<file path="config.mk">
export PLATFORM = sky130hd
export DESIGN_NAME = seq_shift_unit_flat
export DESIGN_NICKNAME = d
export VERILOG_FILES = /design/src/rtl/seq_shift_pkg.sv /design/src/rtl/seq_shift_if.sv /design/src/rtl/seq_shift_step.sv /design/src/rtl/seq_shift_unit.sv /design/src/flat_wrapper.sv
export SDC_FILE = /design/constraint.sdc
export NUM_CORES = 1
export LEC_CHECK = 0
export ABC_AREA = 0
export ABC_CLOCK_PERIOD_IN_PS = 3600
export CAP_MARGIN = 0
export CORE_MARGIN = 2
export CORE_UTILIZATION = 35
export CTS_CLUSTER_DIAMETER = 100
export DETAILED_ROUTE_END_ITERATION = 10
export GPL_TIMING_DRIVEN = 0
export SYNTH_ARGS = -nofsm -noshare
export SYNTH_HDL_FRONTEND = slang
export SYNTH_SLANG_ARGS = --single-unit
</file>
<file path="constraint.sdc">
create_clock -name clk -period 3.6 [get_ports clk]
set_input_delay 0.72 -clock clk [delete_from_list [all_inputs] [get_ports clk]]
set_output_delay 0.72 -clock clk [all_outputs]
set_load 0.01 [all_outputs]
</file>
<file path="src/rtl/seq_shift_pkg.sv">
// seq_shift_pkg: shared types and constants for the sequential shift unit.
// Operation and FSM enums plus the raw-op decoder.
package seq_shift_pkg;

   localparam int WIDTH   = 32;
   localparam int SHAMT_W = 5;

   typedef enum logic [2:0] {
      OP_SHL  = 3'd0,
      OP_SLR  = 3'd1,
      OP_SAR  = 3'd2,
      OP_ROR  = 3'd3,
      OP_ROL  = 3'd4,
      OP_PASS = 3'd5
   } op_e;

   typedef enum logic [1:0] {
      IDLE  = 2'd0,
      SHIFT = 2'd1,
      DONE  = 2'd2
   } state_e;

   // Codes 101..111 all collapse onto PASS.
   function automatic op_e op_decode(input logic [2:0] raw);
      return (raw > 3'd4) ? OP_PASS : op_e'(raw);
   endfunction

endpackage

</file>
<file path="src/rtl/seq_shift_if.sv">
// seq_shift_if: start/busy/done request bus of the shift unit.
// master issues requests, slave is the shift unit.
interface seq_shift_if;
   import seq_shift_pkg::*;

   logic               start;
   logic [2:0]         op;
   logic [SHAMT_W-1:0] amount;
   logic [WIDTH-1:0]   operand;
   logic               busy;
   logic               done;
   logic [WIDTH-1:0]   result;
   logic               carry;

   modport master (
      output start, op, amount, operand,
      input  busy, done, result, carry
   );

   modport slave (
      input  start, op, amount, operand,
      output busy, done, result, carry
   );

endinterface

</file>
<file path="src/rtl/seq_shift_step.sv">
// seq_shift_step: combinational single step of 1 or 4 bit positions.
// carry is the last single bit moved out of the register.
module seq_shift_step
   import seq_shift_pkg::*;
(
   input  op_e              op,
   input  logic [WIDTH-1:0] value,
   input  logic             step4,
   output logic [WIDTH-1:0] next,
   output logic             carry
);

   always_comb begin
      next  = value;
      carry = 1'b0;
      unique case (op)
         OP_SHL: begin
            next  = step4 ? (value << 4) : (value << 1);
            carry = step4 ? value[WIDTH-4] : value[WIDTH-1];
         end
         OP_SLR: begin
            next  = step4 ? (value >> 4) : (value >> 1);
            carry = step4 ? value[3] : value[0];
         end
         OP_SAR: begin
            next  = step4 ? {{4{value[WIDTH-1]}}, value[WIDTH-1:4]}
                          : {value[WIDTH-1], value[WIDTH-1:1]};
            carry = step4 ? value[3] : value[0];
         end
         OP_ROR: begin
            next  = step4 ? {value[3:0], value[WIDTH-1:4]}
                          : {value[0], value[WIDTH-1:1]};
            carry = step4 ? value[3] : value[0];
         end
         OP_ROL: begin
            next  = step4 ? {value[WIDTH-5:0], value[WIDTH-1:WIDTH-4]}
                          : {value[WIDTH-2:0], value[WIDTH-1]};
            carry = step4 ? value[WIDTH-4] : value[WIDTH-1];
         end
         OP_PASS: begin
            next  = value;
            carry = 1'b0;
         end
         default: begin
            next  = value;
            carry = 1'b0;
         end
      endcase
   end

endmodule

</file>
<file path="src/rtl/seq_shift_unit.sv">
// seq_shift_unit: multi-cycle shift/rotate unit, FSM + counter + registers.
// Define SEQ_SHIFT_STEP4_EN to move four bits per cycle while count>=4.
module seq_shift_unit
   import seq_shift_pkg::*;
(
   input  logic       clk,
   input  logic       rst_n,
   seq_shift_if.slave bus
);

   state_e             state_q, state_d;
   op_e                op_q, op_in;
   logic [WIDTH-1:0]   reg_q, reg_d, res_q, step_val;
   logic [SHAMT_W-1:0] cnt_q, cnt_d, dec;
   logic               car_q, car_d, step_car, big;

   assign op_in = op_decode(bus.op);

`ifdef SEQ_SHIFT_STEP4_EN
   assign big = (cnt_q >= SHAMT_W'(4));
`else
   assign big = 1'b0;
`endif

   assign dec = big ? SHAMT_W'(4) : SHAMT_W'(1);

   seq_shift_step u_step (
      .op    (op_q),
      .value (reg_q),
      .step4 (big),
      .next  (step_val),
      .carry (step_car)
   );

   always_comb begin
      state_d = state_q;
      reg_d   = reg_q;
      cnt_d   = cnt_q;
      car_d   = car_q;
      unique case (state_q)
         IDLE: begin
            if (bus.start) begin
               reg_d   = bus.operand;
               cnt_d   = bus.amount;
               car_d   = 1'b0;
               state_d = (bus.amount == '0 || op_in == OP_PASS)
                         ? DONE : SHIFT;
            end
         end
         SHIFT: begin
            if (cnt_q != '0) begin
               reg_d = step_val;
               car_d = step_car;
               cnt_d = cnt_q - dec;
            end
            // The step that empties the counter is the last one.
            if (cnt_q <= dec) state_d = DONE;
         end
         DONE:    state_d = IDLE;
         default: state_d = IDLE;
      endcase
   end

   always_ff @(posedge clk or negedge rst_n) begin
      if (!rst_n) begin
         state_q <= IDLE;
         op_q    <= OP_PASS;
         reg_q   <= '0;
         res_q   <= '0;
         cnt_q   <= '0;
         car_q   <= 1'b0;
      end else begin
         state_q <= state_d;
         reg_q   <= reg_d;
         cnt_q   <= cnt_d;
         car_q   <= car_d;
         if (state_q == IDLE && bus.start) op_q <= op_in;
         if (state_d == DONE && state_q != DONE) res_q <= reg_d;
      end
   end

   assign bus.busy   = (state_q != IDLE);
   assign bus.done   = (state_q == DONE);
   assign bus.result = res_q;
   assign bus.carry  = car_q;

endmodule

</file>
<file path="src/flat_wrapper.sv">
// flat-port wrapper written by rule: the top's interface ports become plain ports
module seq_shift_unit_flat import seq_shift_pkg::*;
  (clk, rst_n, bus_start, bus_op, bus_amount, bus_operand, bus_busy, bus_done, bus_result, bus_carry);
  seq_shift_if bus_i ();
  input  logic clk;
  input  logic rst_n;
  input wire logic [$bits(bus_i.start)-1:0] bus_start;
  input wire logic [$bits(bus_i.op)-1:0] bus_op;
  input wire logic [$bits(bus_i.amount)-1:0] bus_amount;
  input wire logic [$bits(bus_i.operand)-1:0] bus_operand;
  output wire logic [$bits(bus_i.busy)-1:0] bus_busy;
  output wire logic [$bits(bus_i.done)-1:0] bus_done;
  output wire logic [$bits(bus_i.result)-1:0] bus_result;
  output wire logic [$bits(bus_i.carry)-1:0] bus_carry;
  assign bus_i.start = bus_start;
  assign bus_i.op = bus_op;
  assign bus_i.amount = bus_amount;
  assign bus_i.operand = bus_operand;
  assign bus_busy = bus_i.busy;
  assign bus_done = bus_i.done;
  assign bus_result = bus_i.result;
  assign bus_carry = bus_i.carry;
  seq_shift_unit u_core (.clk(clk), .rst_n(rst_n), .bus(bus_i));
endmodule
</file>
==> Changelog: implementation, run 1 <==
### Physical design

- Outcome: finished clean
- Seq pwr share: 29.9%
- Worst-path fanout max: 10
- Clock power frac: 16.6%
- Fraction of layout cells with a size suffix above 1: 9.46%
- Clock tree buffer depth: 2
- Nets: 602
- Antenna violations before repair: 0
- Syn_area_per_cell: 9.41 um^2
- CP top delay family: buffers and inverters
- Synth area leaders: dfrtp_1, nand3_1, a41oi_1
- Warnings from Yosys: 0
- Worst-Margin Slew: 0.972 ns
- Gpl congestion: roughly 0.85
- FP Util: 36.2%
- CP Capture Type: output port
- Final Hold Vio Count: 0
- Max Slew Vio Count: 0
- Root Buffer Master: clkbuf_16
- Placed Area: 5390 um^2
- CTS buffer count: 9
- # rows: 40
- Synth Seq Share: ~43%
- Largest net degree at the start of global routing: 39
- OpenROAD warning count: 28
- Clock transition at path regs: 0.06 ns
- CTS tree: built
- Critical-path top delay cell: clkdlybuf4s50_1
- Synth top area share: 41.5%
- Crit path time final: approximately 2.9 ns
- Post-CTS Hold Buffers: 0
- Initial DRC Count: 394
- Count of library flops with an enable pin: 0
- Req. time, crit path: 2.88 ns
- Die Y: 116 um
- Nets at Floorplan: 514
- Arrival time worst endpoint: 2.13 ns
- Finished Cell Area: 5690 um^2
- Switching pwr: 0.00246 W
- Final WS setup: 0.747 ns
- Peak Freq: 0.351 GHz
- Layout area overhead: 29.2%
- Cells along the critical path: buf_2, inv_1, clkbuf_1, nor2_1, clkdlybuf4s50_1
- Tcrit/Tclk final: 79.2%
- Grt total ovfl: 0
- Die x size: 116 um
- Total track usage: 23.5%
- Clk_skew: 0.0118 ns
- Routed wire length: roughly 15000 um
- Wire per inst: 20.9 um
- Final ANT Viol Nets: 0
- Sink Count: 75
- Yosys cell count: 468
- Port-buffer cells: 76
- Setup bufs post-CTS: 0
- Setup TNS: 0 ns
- Dpl cells: 713
- Lkg Pwr: 2.21 nW
- Synth cell count leaders: dfrtp_1, nand3_1, nand2_1, nor3_1
- Post_cts resized: 0
- Avg Vias per Cell: approximately 6.1
- Buf/Inv on CP: 4
- Global-route wire length before repair: about 24000 um
- Synth Cell Area: 4400 um^2
- DP Wirelength: 10600 um
- Yosys chip area: 4400 um^2
- Cell internal pwr: 0.00311 W
- WS Path Type: reg -> out
- Switching share of power: 44.1%
- Setup crit start kind: flip-flop
- Max-cap violations: 0
- Most frequent cell after synthesis: dfrtp_1
- DR pass1 iterations: 5
- CP peak stage delay: 0.51 ns
- Async set-or-reset flop fraction in the synthesized netlist: 100%
- Vias in the first global route: 4381
- RSZ-0062 raised after global routing: no
- Gate Area: 2250 um^2
- #FFs+latches synth: roughly 75
- Post-route insts no fill: approximately 730
- Setup violations, final: 0
- CTS HTree Levels: 3
- Residual DRC count: 0
- Boundary Pins: 78
- Distinct cells, synth: 47
- Pre-CTS setup slack: 0.839 ns
- Vias: between 4000 and 5000
- Hold crit path type: in -> async
- Clk latency late pin: about 0.35 ns
- Worst IR Drop VDD: 367 uV
- Ant diodes: 0
- Commonest flop: dfrtp_1
- PwrDens: about 980 nW/um^2
- Area leader, netlist: dfrtp_1
- Logic pwr share: 53.5%
- Synth Instances: 468
- Die area: roughly 13000 um^2
- Slew HR: 34.8%
[run 1: cells by family after synthesis]
group	after synthesis	synth area share [%]
AND/OR/NAND/NOR	188	23.4
AND-OR/OR-AND	143	25.2
flip-flops	75	42.7
buffers and inverters	52	6.20
multiplexers	7	1.65
adder cells (fa/ha/maj)	3	0.853
[run 1: layout make-up]
class                      instances  area share (%)
tap                              168            3.70
sequential                        75            33.1
clock inverter                     2           0.616
buffer                            46            4.40
clock buffer                      13            4.58
timing repair buffer              77            13.7
multi-input combinational        341            39.6
inverter                           6           0.396
[run 1: flip-flops by register name (all words and copies together) (netlist names)]
name	cells
u_core.op_q	3
u_core.bus.carry	1
u_core.reg_q	32
u_core.cnt_q	5
u_core.state_q	2
u_core.bus.result	32
[run 1: final timing paths]
check                           slack, ns                 start  cells after the start                     to
worst max-delay path                 0.75     u_core.state_q[1]                      5               bus_done
worst min-delay path                 0.34                 rst_n                      1  u_core.bus.result[25]
worst max register to register       1.30     u_core.state_q[1]                      6  u_core.bus.result[21]
worst min register to register       0.50  u_core.bus.result[0]                      1   u_core.bus.result[0]
max in group asynchronous            2.59                 rst_n                      2         u_core.op_q[0]
min in group clk                     0.50  u_core.bus.result[0]                      1   u_core.bus.result[0]
[run 1: power by group through the flow]
stage	clock [W]	sequential, W	combinational, W
floorplan	0	0.00164	0.00178
CTS	0.000940	0.00165	0.00294
detailed placement	0	0.00166	0.00293
global placement	0	0.00165	0.00287
finish	0.000926	0.00166	0.00298
global route	0.000978	0.00172	0.00324
[run 1: per-stage QoR]
step	power, W	hold slack, ns
floorplan	0.00342	0.424
global placement	0.00452	0.481
detailed placement	0.00459	0.494
CTS	0.00553	0.372
global route	0.00593	0.392
finish	0.00557	0.341
[run 1: layer usage]
metal	vias up	GRT usage [%]	part of all wire [%]
met5	-	0	0
met4	0	11.0	2.5
met3	29	4.51	8.5
met2	216	35.2	45
met1	2209	33.0	44
li1	1991	-	-
[run 1: cells in the final DEF (no fill, tap or decap), types with 3 or more instances in the layout]
cell and count:
nand2_1 39, nand3_1 61, buf_2 17, buf_6 6, o21ai_0 13, a32o_1 19
a211o_1 28, clkdlybuf4s50_1 75, inv_1 6, buf_4 4, nor2_1 10, a41oi_1 29
clkbuf_16 9, nor3_1 31, clkbuf_1 22, or3b_1 25, nand2b_1 3, or3b_2 4
ha_1 3, a21oi_1 29, dfrtp_1 73, nor2b_1 3, mux2i_1 5, a22oi_1 11
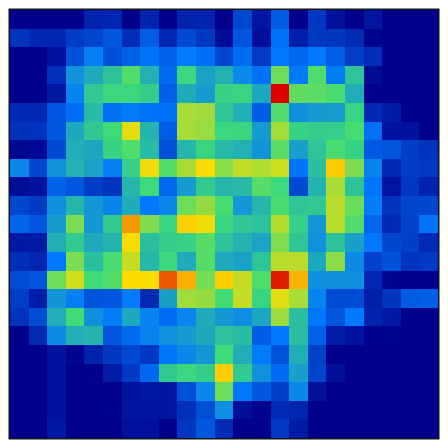
Figure 1: run 1, routed metal per tile.
The die is cut into 23 by 23 equal tiles; dark blue is low, red is high, scaled to the fullest tile. Values are wire area over tile area, all layers added.
fullest tile	0.73
tiles over half the peak	15%
mean over tiles	0.19

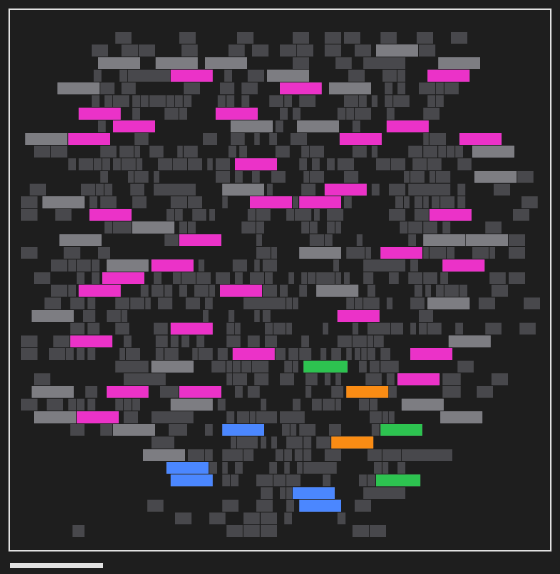
Figure 2: run 1, where the registers sit.
The bar under the picture is 20 um long.
name in the netlist	colour	sequential cells
u_core.cnt_q	blue	5
u_core.state_q	orange	2
u_core.reg_q	magenta	32
u_core.op_q	green	3
Finished Core Util: 46.7%
flop share of the area: 33.1%
FF+latch area: 1880 um^2

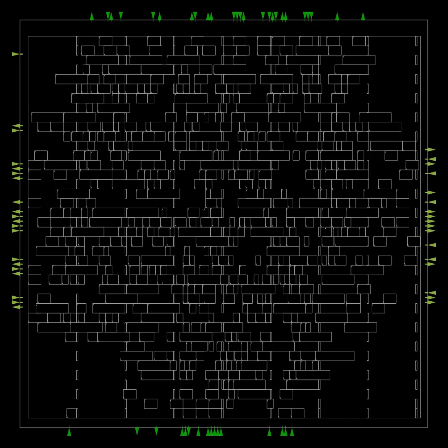
Figure 3: run 1, placement view.
Filler cells: 1181
core area: 12200 um^2

Figure 4. Cells by drive strength (run 1).
The bar under the picture is 20 um long.
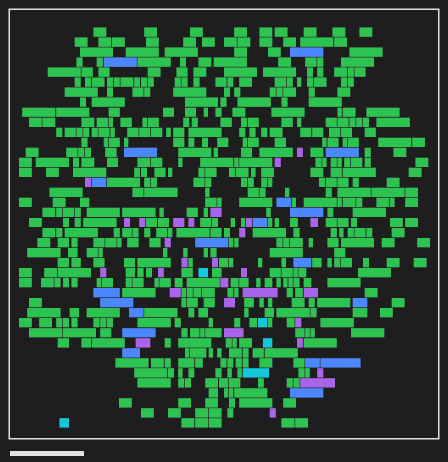

==> run 2: changes to the inputs <==
- ABC_CLOCK_PERIOD_IN_PS: 3600 -> 2400
- clock period: 3.6 -> 2.4 ns (I/O delays scaled with it)
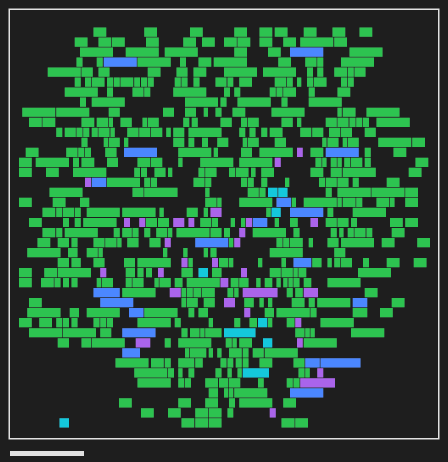
Figure 5: run 2, cells by drive strength.
The bar under the picture is 20 um long.
size	colour	cells	share
x1 and smaller	green	502	90%
x6 and larger	blue	19	3.4%
x2	purple	30	5.4%
x3 and x4	cyan	9	1.6%
Layout area overhead: 29.7%
Finished Cell Area: 5710 um^2
Final WS setup: 0.0549 ns
Non-clock buffers: 123

==> run 2 against run 1 <==
First-iteration DRC count decreased by 12%. Clock power increased by about 50%. Final cell count unchanged. Count of clock-buffer cells in the layout unchanged. Wire length decreased by 0.74%. Core utilization increased by 0.19 points. Synthesized cell count unchanged. Final area increased by 0.40%. Non-clock buffer count unchanged. Die area unchanged. Area after synthesis unchanged. Largest power group unchanged. Highest routed layer unchanged.
==> Changelog: implementation, run 2 <==
### Physical design

- Outcome: finished clean (unchanged)
- Critical R2R Capture: u_core.bus.result[4] (was u_core.bus.result[21])
- # rows: 40 (unchanged)
- Nets at Floorplan: 514 (unchanged)
- Area leader, netlist: dfrtp_1 (unchanged)
- Fraction of layout cells with a size suffix above 1: 10.4% (was 9.46%)
- Avg Vias per Cell: 6.03 (was 6.11)
- Ant diodes: 0 (unchanged)
- Tcrit/Tclk final: 97.7%
- Clock transition at path regs: 0.06 ns (about the same)
- Switching share of power: 43.9% (was 44.1%)
- Gpl congestion: 0.852 (unchanged)
- Warnings from Yosys: 0 (unchanged)
- Adder Area Share: 0.853% (unchanged)
- Logic pwr share: 53.4% (was 53.5%)
- Routed wire length: 15100 um (was 15200 um)
- Setup violations, final: 0 (unchanged)
- Residual DRC count: 0 (unchanged)
- Vias in the first global route: 4380 (was 4381)
- WS Path Type: reg -> out (unchanged)
- Worst-path fanout max: 10 (unchanged)
- Placed Area: 5390 um^2 (unchanged)
- Slew HR: 35.1% (was 34.8%)
- Max-cap violations: 0 (unchanged)
- Final Hold Vio Count: 0 (unchanged)
- Dominant logic cell type in the layout: clkdlybuf4s50_1 (unchanged)
- Clock power frac: 16.6% (about the same)
- Worst-Margin Slew: 0.967 ns (was 0.972 ns)
- Min Hold Slack: 0.107 ns (was 0.341 ns)
- Synth Cell Area: 4400 um^2 (unchanged)
- Boundary Pins: 78 (unchanged)
- Synth area leaders: dfrtp_1, nand3_1, a41oi_1 (unchanged)
- Die area: 13500 um^2 (unchanged)
- Lkg Pwr: 2.23 nW (was 2.21 nW)
- CP peak stage delay: 0.49 ns (was 0.51 ns)
- Syn_area_per_cell: 9.41 um^2 (unchanged)
- Commonest flop: dfrtp_1 (unchanged)
- Most common logic cells in the final layout: clkdlybuf4s50_1, dfrtp_1, nand3_1, nand2_1, nor3_1 (unchanged)
- Wire per inst: 20.7 um (was 20.9 um)
- CTS buffer count: 9 (unchanged)
- FP Util: 36.2% (unchanged)
- Worst IR Drop VDD: 550 uV (was 367 uV)
- DP Wirelength: 10600 um (unchanged)
- Total track usage: 23.5% (about the same)
- Die Y: 116 um (unchanged)
- Async set-or-reset flop fraction in the synthesized netlist: 100% (unchanged)
- Buf/Inv on CP: 3 (was 4)
- Seq pwr share: 30.0% (was 29.9%)
- DR pass1 iterations: 5 (unchanged)
- Core area: 12200 um^2 (unchanged)
- Setup crit start kind: flip-flop (unchanged)
- Cell internal pwr: 0.00469 W (was 0.00311 W)
- Initial DRC Count: 345 (was 394)
- Nets: 602 (unchanged)
- CTS HTree Levels: 3 (unchanged)
- Global-route wire length before repair: 23800 um (was 23900 um)
- Post-Synth AOI/OAI Area: 25.2% (unchanged)
- CP Capture Type: output port (unchanged)
- Count of library flops with an enable pin: 0 (unchanged)
- Post-CTS Hold Buffers: 0 (unchanged)
- R2R Setup Slk: 0.23 ns (was 1.30 ns)
- Final ANT Viol Nets: 0 (unchanged)
- Clock tree buffer depth: 2 (unchanged)
- Port-buffer cells: 76 (unchanged)
- #FFs+latches synth: 75 (unchanged)
- Distinct cells, synth: 47 (unchanged)
- Synth Seq Share: 42.7% (unchanged)
- Root Buffer Master: clkbuf_16 (unchanged)
- Max Slew Vio Count: 0 (unchanged)
- R2R cell count: 8 (was 6)
- Grt total ovfl: 0 (unchanged)
- Arrival time worst endpoint: 1.87 ns (was 2.13 ns)
- Synth top area share: 41.5% (unchanged)
- Yosys cell count: 468 (unchanged)
- Synth cell count leaders: dfrtp_1, nand3_1, nand2_1, nor3_1 (unchanged)
- Antenna violations before repair: 0 (unchanged)
- Switching pwr: 0.00367 W (was 0.00246 W)
- Filler cells: 1186 (was 1181)
- Clk latency late pin: 0.35 ns (about the same)
- Yosys chip area: 4400 um^2 (unchanged)
- CP top delay family: buffers and inverters (unchanged)
- CP Depth: 4 (was 5)
- Most frequent cell after synthesis: dfrtp_1 (unchanged)
- Sink Count: 75 (unchanged)
- Synth Instances: 468 (unchanged)
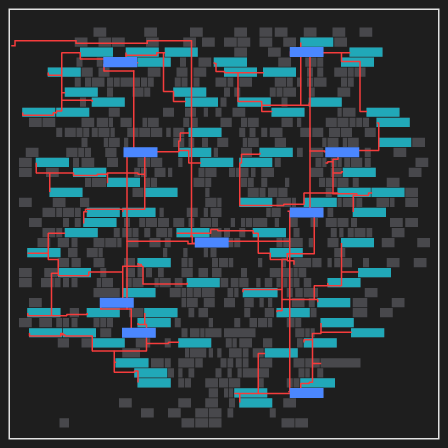
Figure 6: run 2, clock network drawn from the DEF.
[flip-flops] cyan | count: 75
[clock wires] red | length: 1140 um
[clock-net drivers] blue | count: 9
flops lie	spread over the die

-- run 2: layer usage --
layer / track usage [%] / share of wire, % / up-vias
met5: 0 / 0 / -
met4: 11.0 / 2.4 / 0
met3: 4.51 / 6.8 / 23
met2: 34.9 / 46 / 186
met1: 33.1 / 45 / 2193
li1: - / - / 1990
-- run 2: kinds of logic (layout without fill, tap and decap cells) --
family | after synthesis | count (layout)
buffers and inverters | 52 | 144
DFF | 75 | 75
adders and majority gates | 3 | 3
muxes | 7 | 7
AOI/OAI and AO/OA | 143 | 143
and+or+nand+nor | 188 | 188
-- run 2: final cells by class --
class	instances	area, um^2	area share (%)
flip-flops and latches	75	1880	32.9
inverters	6	26.3	0.460
plain buffers	45	253	4.43
multi-input cells	341	2260	39.6
well taps	168	210	3.68
repair buffers	78	786	13.8
clock buffers	13	260	4.56
clock inverters	2	35.0	0.614
-- run 2: worst max-delay path by stage --
stage / from / endpoint / slack, ns
floorplan: bus_start / u_core.bus.result[28] / 0.42
global placement: rst_n / u_core.bus.result[6] / -2.01
detailed placement: bus_amount[1] / u_core.bus.result[28] / -0.12
CTS: u_core.state_q[1] / bus_done / 0.02
global route: u_core.cnt_q[0] / u_core.bus.result[21] / 0.01
finish: u_core.state_q[1] / bus_busy / 0.05
-- run 2: repair_timing --
action | 4_1_cts | 5_1_grt
gates resized | 2 | 7
setup buffers | 0 | 1
setup endpoints to repair | 2 | 25
-- run 2: stage by stage --
| step | TNS, ns | setup slack (ns) | cells |
|---|---|---|---|
| after floorplan | 0 | 0.417 | 468 |
| after CTS | 0 | 0.0176 | 727 |
| after global placement | -151.10 | -2.01 | 712 |
| final | 0 | 0.0549 | 728 |
| after global routing | 0 | 0.0144 | 728 |
| after detailed placement | -2.83 | -0.121 | 713 |
-- run 2: power by group through the flow --
stage               registers, W  clock network (W)  logic, W
floorplan                0.00246                  0   0.00266
global placement         0.00248                  0   0.00430
detailed placement       0.00249                  0   0.00439
CTS                      0.00248            0.00141   0.00440
global route             0.00258            0.00147   0.00488
finish                   0.00250            0.00139   0.00446
Figure 7. Where the registers sit (run 2).
The bar under the picture is 20 um long.
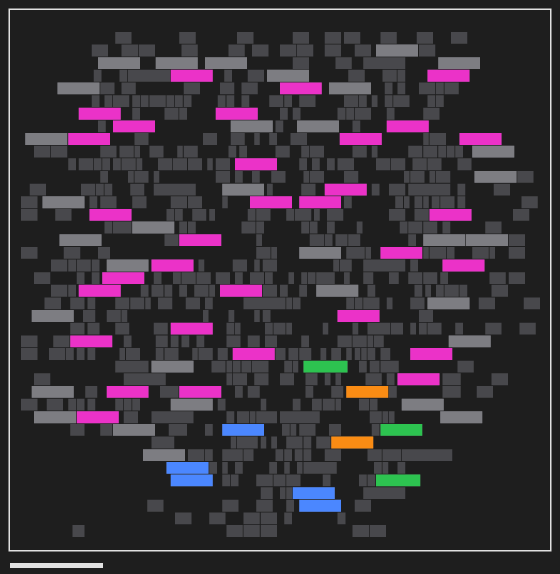

==> run 3: changes to the inputs <==
- CORE_MARGIN: 2 -> unset
- TNS_END_PERCENT: unset -> 50
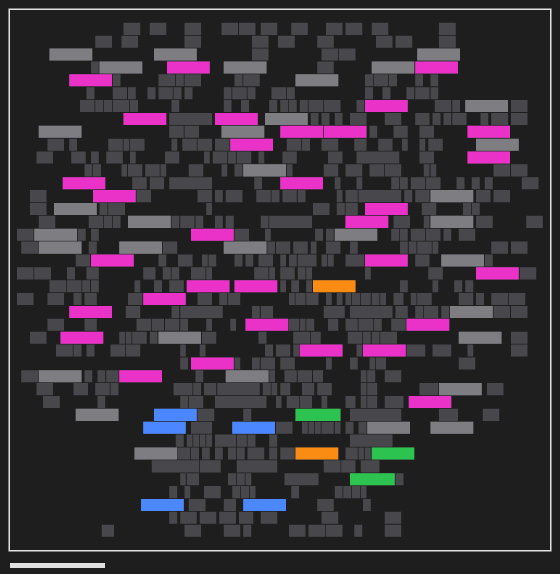
Figure 8: run 3, where the registers sit.
The bar under the picture is 20 um long.
name in the netlist	colour	sequential cells
u_core.state_q	orange	2
u_core.cnt_q	blue	5
u_core.op_q	green	3
u_core.reg_q	magenta	32
not coloured	33
Finished Core Util: 47.3%
flop share of the area: 32.8%
sequential power: 0.00250 W

==> run 3 against run 2 <==
Critical endpoint unchanged. Flip-flop count unchanged. Clock power hardly changed. Final cell count unchanged. Register-to-register slack lost 0.09 ns. Power increased by 0.56%. Global-route usage rose by 0.79 points. Non-clock buffer count rose by 1. Largest cell class unchanged. Maximum frequency rose by 0.37%. Clock skew fell by 0.0030 ns. Critical path depth unchanged. Final area is 0.35% higher. Wire length is 0.55% lower.
==> Changelog: implementation, run 3 <==
### Physical design

- Nets at Floorplan: 514 (unchanged)
- Grt total ovfl: 0 (unchanged)
- Total track usage: 24.3% (was 23.5%)
- Core area: 12100 um^2 (was 12200 um^2)
- Warnings from Yosys: 0 (unchanged)
- Port-buffer cells: 76 (unchanged)
- Setup TNS: 0 ns (unchanged)
- Ant diodes: 0 (unchanged)
- Residual DRC count: 0 (unchanged)
- Buf/Inv on CP: 3 (unchanged)
- Boundary Pins: 78 (unchanged)
- #FFs+latches synth: 75 (unchanged)
- Mux share: 1.65% (unchanged)
- CP top delay family: buffers and inverters (unchanged)
- Count of library flops with an enable pin: 0 (unchanged)
- Placed Area: 5400 um^2 (was 5390 um^2)
- Tcrit/Tclk final: 97.4% (was 97.7%)
- Final Power: 0.00840 W (was 0.00836 W)
- CTS HTree Levels: 3 (unchanged)
- R2r startpoint: u_core.state_q[0] (was u_core.cnt_q[0])
- Sink Count: 75 (unchanged)
- Wire per inst: 20.6 um (was 20.7 um)
- FF+latch area: 1880 um^2 (unchanged)
- Slew HR: 36.2% (was 35.1%)
- Synth Instances: 468 (unchanged)
- Post-Synth AOI/OAI Area: 25.2% (unchanged)
- Setup violations, final: 0 (unchanged)
- Logic pwr share: 53.4% (about the same)
- PwrDens: 1470 nW/um^2 (was 1460 nW/um^2)
- Async set-or-reset flop fraction in the synthesized netlist: 100% (unchanged)
- Finished Cell Area: 5730 um^2 (was 5710 um^2)
- Switching share of power: 43.6% (was 43.9%)
- Gpl congestion: 0.892 (was 0.852)
- Lkg Pwr: 2.23 nW (about the same)
- OpenROAD warning count: 28 (unchanged)
- Yosys cell count: 468 (unchanged)
- Worst IR Drop VDD: 556 uV (was 550 uV)
- Gate Area: 2260 um^2 (about the same)
- DR pass1 iterations: 6 (was 5)
- Nets: 603 (was 602)
- Worst setup startpoint: u_core.state_q[1] (unchanged)
- Max-cap violations: 0 (unchanged)
- Seq pwr share: 29.8% (was 30.0%)
- CTS buffer count: 9 (unchanged)
- Most common logic cells in the final layout: clkdlybuf4s50_1, dfrtp_1, nand3_1, nand2_1, nor3_1 (unchanged)
- Synth Cell Area: 4400 um^2 (unchanged)
- Synth Seq Share: 42.7% (unchanged)
- Final Hold Vio Count: 0 (unchanged)
- CP Capture Type: output port (unchanged)
- Avg Vias per Cell: 6.01 (was 6.03)
- Setup crit start kind: flip-flop (unchanged)
- Synth cell count leaders: dfrtp_1, nand3_1, nand2_1, nor3_1 (unchanged)
- Yosys chip area: 4400 um^2 (unchanged)
- Clock transition at path regs: 0.06 ns (about the same)
- Routed wire length: 15000 um (was 15100 um)
- R2R cell count: 6 (was 8)
- Critical R2R Capture: u_core.bus.result[16] (was u_core.bus.result[4])
- CP Depth: 4 (unchanged)
- RSZ-0062 raised after global routing: no (unchanged)
- Die x size: 114 um (was 116 um)
- Clock tree buffer depth: 2 (unchanged)
- Root Buffer Master: clkbuf_16 (unchanged)
- Die area: 13000 um^2 (was 13500 um^2)
- Fraction of layout cells with a size suffix above 1: 10.2% (was 10.4%)
- Dominant comb cell: AND-OR/OR-AND gates (unchanged)
- Syn_area_per_cell: 9.41 um^2 (unchanged)
- # rows: 40 (unchanged)
- WS Path Type: reg -> out (unchanged)
- FP Util: 36.3% (was 36.2%)
- Outcome: finished clean (unchanged)
- Distinct cells, synth: 47 (unchanged)
- CTS tree: built (unchanged)
- Die Y: 114 um (was 116 um)
- Req. time, crit path: 1.92 ns (about the same)
- Largest net degree at the start of global routing: 48 (was 39)
- Antenna violations before repair: 0 (unchanged)
- Post-CTS Hold Buffers: 0 (unchanged)
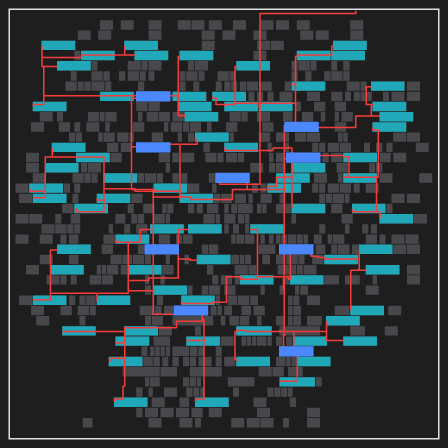
Figure 9: run 3, clock network drawn from the DEF.
[clock-net drivers] blue | count: 9
[flip-flops] cyan | count: 75
[clock wires] red | length: 1080 um
routed clock nets	10

## run 3: cell type report
cell class	instances	area share, %
multi-input combinational	341	39.5
buffer	45	4.37
timing repair buffer	79	14.0
inverter	6	0.459
sequential	75	32.8
tap	168	3.67
clock inverter	3	1.14
clock buffer	11	4.06
## run 3: power groups by stage
| stage | Clock (W) | Sequential, W | Combinational [W] |
|---|---|---|---|
| after floorplan | 0 | 0.00246 | 0.00266 |
| after global placement | 0 | 0.00248 | 0.00430 |
| after detailed placement | 0 | 0.00250 | 0.00438 |
| after CTS | 0.00143 | 0.00248 | 0.00442 |
| after global routing | 0.00151 | 0.00258 | 0.00492 |
| final | 0.00141 | 0.00250 | 0.00449 |
## run 3: timing repair
item                                    4_1_cts  5_1_grt
endpoints found under the hold margin         0        0
gates cloned                                  0        0
endpoints found under the setup margin        2       17
setup buffers                                 0        2
resized                                       2        4
## run 3: logic make-up (layout without fill, tap and decap cells)
kind of cell,Yosys count,after routing
adder cells (fa/ha/maj),3,3
multiplexers,7,7
AND-OR/OR-AND,143,143
AND/OR/NAND/NOR,188,188
flip-flops,75,75
buffers and inverters,52,144
## run 3: stage by stage
stage / setup WS (ns) / hold slack (ns) / std cells
floorplan: 0.417 / 0.184 / 468
global placement: -2.00 / 0.480 / 712
detailed placement: -0.123 / 0.447 / 713
CTS: 0.0199 / 0.0952 / 726
global route: 0.00431 / 0.110 / 728
finish: 0.0635 / 0.0840 / 728
## run 3: worst min-delay path by stage
stage / start / to / slack (ns) / cells past startpoint
floorplan: rst_n / u_core.bus.carry / 0.18 / 0
global placement: u_core.bus.result[0] / u_core.bus.result[0] / 0.48 / 1
detailed placement: rst_n / u_core.cnt_q[3] / 0.45 / 1
CTS: rst_n / u_core.cnt_q[3] / 0.1 / 1
global route: rst_n / u_core.cnt_q[3] / 0.11 / 1
finish: rst_n / u_core.cnt_q[3] / 0.08 / 1
## run 3: worst reg2reg max path: stages (launching register included)
cell	delay [ns]
dfrtp_1	0.35
buf_2	0.22
nor2b_1	0.32
buf_4	0.25
clkbuf_1	0.57
nand3_1	0.20
a41oi_1	0.26
## run 3: routing by layer
metal  track usage, %  share of wire, %  up-vias
li1                 -                 -     1995
met1             34.4                45     2155
met2             37.3                45      190
met3             3.18               6.6       36
met4             10.0               2.5        0
met5                0                 0        -
Power figures rest on the tool's default switching activity, not on a simulated workload.
